File: config.mk
export PLATFORM = sky130hd
export DESIGN_NAME = fifo_read_packer
export DESIGN_NICKNAME = d
export VERILOG_FILES = /design/src/rtl/fifo_read_pkg.sv /design/src/rtl/read_credit_counter.sv /design/src/rtl/fifo_read_packer.sv
export SDC_FILE = /design/constraint.sdc
export NUM_CORES = 1
export LEC_CHECK = 0
export CELL_PAD_IN_SITES_DETAIL_PLACEMENT = 0
export CELL_PAD_IN_SITES_GLOBAL_PLACEMENT = 2
export CORE_MARGIN = 2
export CORE_UTILIZATION = 34
export DETAILED_ROUTE_END_ITERATION = 10
export HOLD_SLACK_MARGIN = 0.1
export PLACE_DENSITY = 0.87
export SYNTH_ARGS = -nofsm -noshare
export SYNTH_HDL_FRONTEND = slang
export SYNTH_SLANG_ARGS = --single-unit
File: constraint.sdc
create_clock -name rclk -period 3.2 [get_ports rclk]
set_input_delay 0.64 -clock rclk [delete_from_list [all_inputs] [get_ports rclk]]
set_output_delay 0.64 -clock rclk [all_outputs]
set_load 0.02 [all_outputs]
File: src/rtl/fifo_read_pkg.sv
// Shared defaults and types for the FIFO read-side byte packer.
package fifo_read_pkg;

  localparam int unsigned DATA_WIDTH_DEF   = 8;
  localparam int unsigned PACK_DEF         = 4;
  localparam int unsigned MAX_INFLIGHT_DEF = 2;

  typedef logic [DATA_WIDTH_DEF*PACK_DEF-1:0] word_t;

  // Width able to count 0..2*pack: both the assembly and the holding register free.
  function automatic int unsigned cap_width(input int unsigned pack);
    return $clog2(2 * pack + 1);
  endfunction

endpackage

File: src/rtl/read_credit_counter.sv
// Tracks issued-but-unreturned FIFO reads, gates ren on credit, flags stray returns.
module read_credit_counter
  import fifo_read_pkg::*;
#(
  parameter int unsigned CW           = cap_width(PACK_DEF),
  parameter int unsigned MAX_INFLIGHT = MAX_INFLIGHT_DEF
) (
  input  logic          clk,
  input  logic          rst_n,
  input  logic          empty,
  input  logic          valid_out,
  input  logic [CW-1:0] free,
  output logic          ren,
  output logic          accept,
  output logic [CW-1:0] inflight,
  output logic          proto_err
);

  always_comb begin
    ren    = rst_n && !empty && (inflight < CW'(MAX_INFLIGHT)) && (free > inflight);
    accept = valid_out && (inflight != '0);
  end

  always_ff @(posedge clk or negedge rst_n) begin
    if (!rst_n) begin
      inflight  <= '0;
      proto_err <= 1'b0;
    end else begin
      if (ren && !accept)
        inflight <= inflight + 1'b1;
      else if (!ren && accept)
        inflight <= inflight - 1'b1;
      if (valid_out && (inflight == '0))
        proto_err <= 1'b1;
    end
  end

endmodule

File: src/rtl/fifo_read_packer.sv
// Packs FIFO read bytes into PACK-byte words (first byte in the LSB lane) behind a valid/ready holding register.
module fifo_read_packer
  import fifo_read_pkg::*;
#(
  parameter int unsigned DATA_WIDTH   = DATA_WIDTH_DEF,
  parameter int unsigned PACK         = PACK_DEF,
  parameter int unsigned MAX_INFLIGHT = MAX_INFLIGHT_DEF
) (
  input  logic                       rclk,
  input  logic                       rreset,
  input  logic                       empty,
  output logic                       ren,
  input  logic [DATA_WIDTH-1:0]      data_out,
  input  logic                       valid_out,
  output logic [DATA_WIDTH*PACK-1:0] word_out,
  output logic                       word_valid,
  input  logic                       word_ready,
  output logic [15:0]                word_count,
  output logic                       proto_err
);

  localparam int unsigned FCW = $clog2(PACK);
  localparam int unsigned CW  = cap_width(PACK);

  logic [FCW-1:0]                    fcnt;
  logic                              spill;
  logic [PACK-1:0][DATA_WIDTH-1:0]   shreg;
  logic [PACK-1:0][DATA_WIDTH-1:0]   full_word;
  logic [CW-1:0]                     free;
  logic [CW-1:0]                     inflight;
  logic                              accept;
  logic                              hs;
  logic                              hold_free;
  logic                              complete;
  logic                              load_spill;
  logic                              load_byte;

  // A word completed while the holding register was busy parks in the shift
  // register (spill) so the full 2*PACK bytes of buffering can be requested.
  always_comb begin
    hs         = word_valid && word_ready;
    hold_free  = !word_valid || word_ready;
    complete   = accept && (fcnt == FCW'(PACK - 1));
    load_spill = spill && hold_free;
    load_byte  = complete && hold_free;
    full_word  = shreg;
    full_word[PACK-1] = data_out;
    free = '0;
    if (spill) begin
      free = hold_free ? CW'(PACK) : '0;
    end else begin
      free = CW'(PACK) - CW'(fcnt);
      if (hold_free)
        free = free + CW'(PACK);
    end
  end

  read_credit_counter #(
    .CW           (CW),
    .MAX_INFLIGHT (MAX_INFLIGHT)
  ) u_credit (
    .clk       (rclk),
    .rst_n     (rreset),
    .empty     (empty),
    .valid_out (valid_out),
    .free      (free),
    .ren       (ren),
    .accept    (accept),
    .inflight  (inflight),
    .proto_err (proto_err)
  );

  always_ff @(posedge rclk or negedge rreset) begin
    if (!rreset) begin
      fcnt       <= '0;
      spill      <= 1'b0;
      shreg      <= '0;
      word_out   <= '0;
      word_valid <= 1'b0;
      word_count <= '0;
    end else begin
      if (hs)
        word_count <= word_count + 16'd1;

      if (load_spill) begin
        word_out   <= shreg;
        word_valid <= 1'b1;
        spill      <= 1'b0;
      end else if (load_byte) begin
        word_out   <= full_word;
        word_valid <= 1'b1;
      end else if (hs) begin
        word_valid <= 1'b0;
      end

      if (accept) begin
        if (complete) begin
          fcnt <= '0;
          if (!hold_free) begin
            shreg <= full_word;
            spill <= 1'b1;
          end
        end else begin
          shreg[fcnt] <= data_out;
          fcnt        <= fcnt + 1'b1;
        end
      end
    end
  end

endmodule

==> flow_metrics.tcl <==
# implementation run metrics
set metrics [dict create \
    status "finished, final reports clean" \
    synthesis.area_mm2 0.00409 \
    top_usage_layer "met2" \
    synth_cell_types 37 \
    wl_per_cell_um 15.8 \
    fin_skew_ns 0.00767 \
    powerDensity_mw_per_mm2 985 \
    dp_hpwl_um 5740 \
    finalPower_mw 5.17 \
    final_nets 388 \
    seq_area_frac_synth_pct 54.5 \
    hold_buffers 0 \
    cts.htree.levels 3 \
    ff_type "dfrtp_1" \
    grt_pass1_vias 2468 \
    grtUsageMet3_pct 3.03 \
    gr-total-overflow 0 \
    final_core_util_pct 44.2 \
    via_per_inst 4.77 \
    worstPathRequired_ns 2.56 \
    antenna_found_initial 0 \
    use_met2_pct 20.5 \
    wl_met1_um 3860 \
    ctsRootBufferMaster "clkbuf_16" \
    cts_sinks 89 \
    cts_tree "yes" \
    yosys-stat-area_mm2 0.00409 \
    synth-seq-cells 89 \
    placed_cells 494 \
    async_reset_ff_share_pct 100 \
    r2r_start "fcnt[1]" \
    leakagePower_nw 2.36 \
    hold_viol 0 \
    wl_met3_um 229 \
    max_slew_margin_pct 60.1 \
    place_ws_ns -0.454 \
    edf_count 0 \
    instances_no_fill 513 \
    layout-drive-gt1-share_pct 26.5 \
    met1_usage_pct 18.4 \
    r2r_setup_slack_ns 0.19 \
    cts_made_buffers 9 \
    synthesis.nets 312 \
    yosysTopAreaCellShare_pct 54.5 \
    cp-start-kind "primary input" \
    place_congestion 0.733 \
    fp_util_pct 34.5 \
]
## through the flow
step / setup TNS (ns) / cell area (um^2)
floorplan: 0 / 4150
global placement: -1.28 / 4940
detailed placement: -1.50 / 4940
CTS: 0 / 5200
global route: -0.00427 / 5250
finish: 0 / 5250
## registers in the layout (all words and copies together) (netlist names)
register and flops:
word_out 32, u_credit.inflight 4, word_valid 1, full_word 24, spill 1, word_count 16
u_credit.proto_err 1, shreg 8, fcnt 2
## synthesized netlist by cell type, types with 3 or more instances
library cell and count:
nand3_1 7, nand4_1 3, nor3_1 8, xnor2_1 10
mux2_1 8, o21a_1 9, nor2b_1 3, ha_1 13
o21ai_0 5, and2_4 3, o32a_1 8, nor2_1 7
mux2_2 5, xor2_1 7, mux2_4 46, nand2_1 11
buf_6 6, inv_1 12, dfrtp_1 89
## critical path, stage by stage
cell and delay (ns):
dlygate4sd2_1 0.27, nand2b_4 0.16, ha_4 0.25, inv_1 0.03
o21ai_1 0.12, ha_1 0.26, nand4_1 0.08, nand4b_1 0.15
a21oi_4 0.18, buf_4 0.14, buf_2 0.15
## where the power goes
part	leakage, nW	internal [mW]	switching, mW
clock	0.137	0.529	0.435
combinational	1.14	1.32	0.950
sequential	1.09	1.59	0.347
## cells by family after synthesis
kind of cell    after synthesis  share of synthesized area (%)
simple gates                 54                           7.56
mux                          60                           20.7
xor+xnor                     17                           3.64
flops                        89                           54.5
buf+inv                      22                           3.18
fa+ha+maj                    14                           4.47
compound gates               29                           5.91
## cell type report
class / count / area [um^2]
clock inverter: 6 / 41.3
fill: 1097 / 6620
timing repair buffer: 75 / 712
multi-input combinational: 174 / 1800
inverter: 12 / 47.5
sequential: 89 / 2230
clock buffer: 10 / 229
tap: 147 / 184
Figure 1. Sizing map.
The bar under the picture is 20 um long.
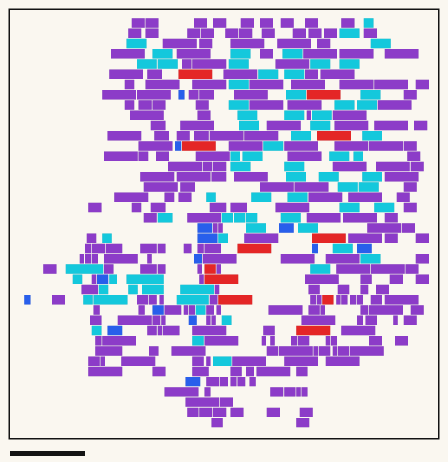
colour	size	cells	share	most used
purple	x1 and smaller	269	73%	dfrtp_1
blue	x2	14	3.8%	mux2_2
cyan	x3 and x4	72	20%	mux2_4
red	x6 and larger	11	3.0%	clkbuf_16

Figure 2. Routed clock nets over the placement.
The bar under the picture is 20 um long.
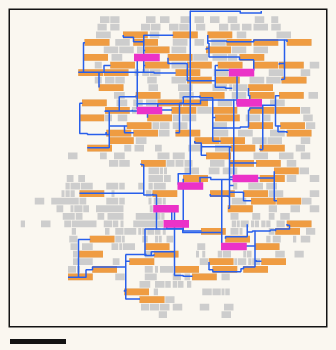
[blue] clock wires | length: 1,100 um
[orange] flip-flops | count: 89
[magenta] clock-net drivers | count: 9
routed clock nets	10

Figure 3. Zoomed window.
Window x 70 to 100, y 13 to 43 um. Cells in grey, sequential cells in the stronger grey; small squares are vias.
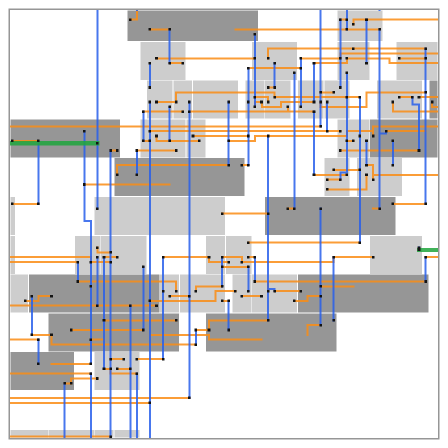
colour	layer
blue	M2
orange	M1
green	M3
netlist names of flops here include	`word_count` (9)
cells with their middle in the window	38
most frequent	dfrtp_1 (9), xor2_1 (5)
sequential cells in the window	9

Figure 4. Where the registers sit.
The bar under the picture is 20 um long. Other sequential cells in the stronger grey, the rest of the logic in the fainter grey.
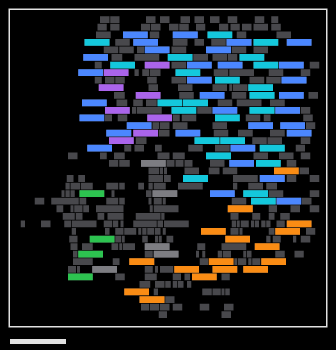
colour	name in the netlist	sequential cells
green	`u_credit.inflight`	4
blue	`word_out`	32
orange	`word_count`	16
cyan	`full_word`	24
purple	`shreg`	8
not coloured	5
Seq. cell area: 0.00223 mm^2
flop share of the area: 42.5%
P_seq: 1.93 mW

No activity file was given, so power comes from the tool's default toggle rates.
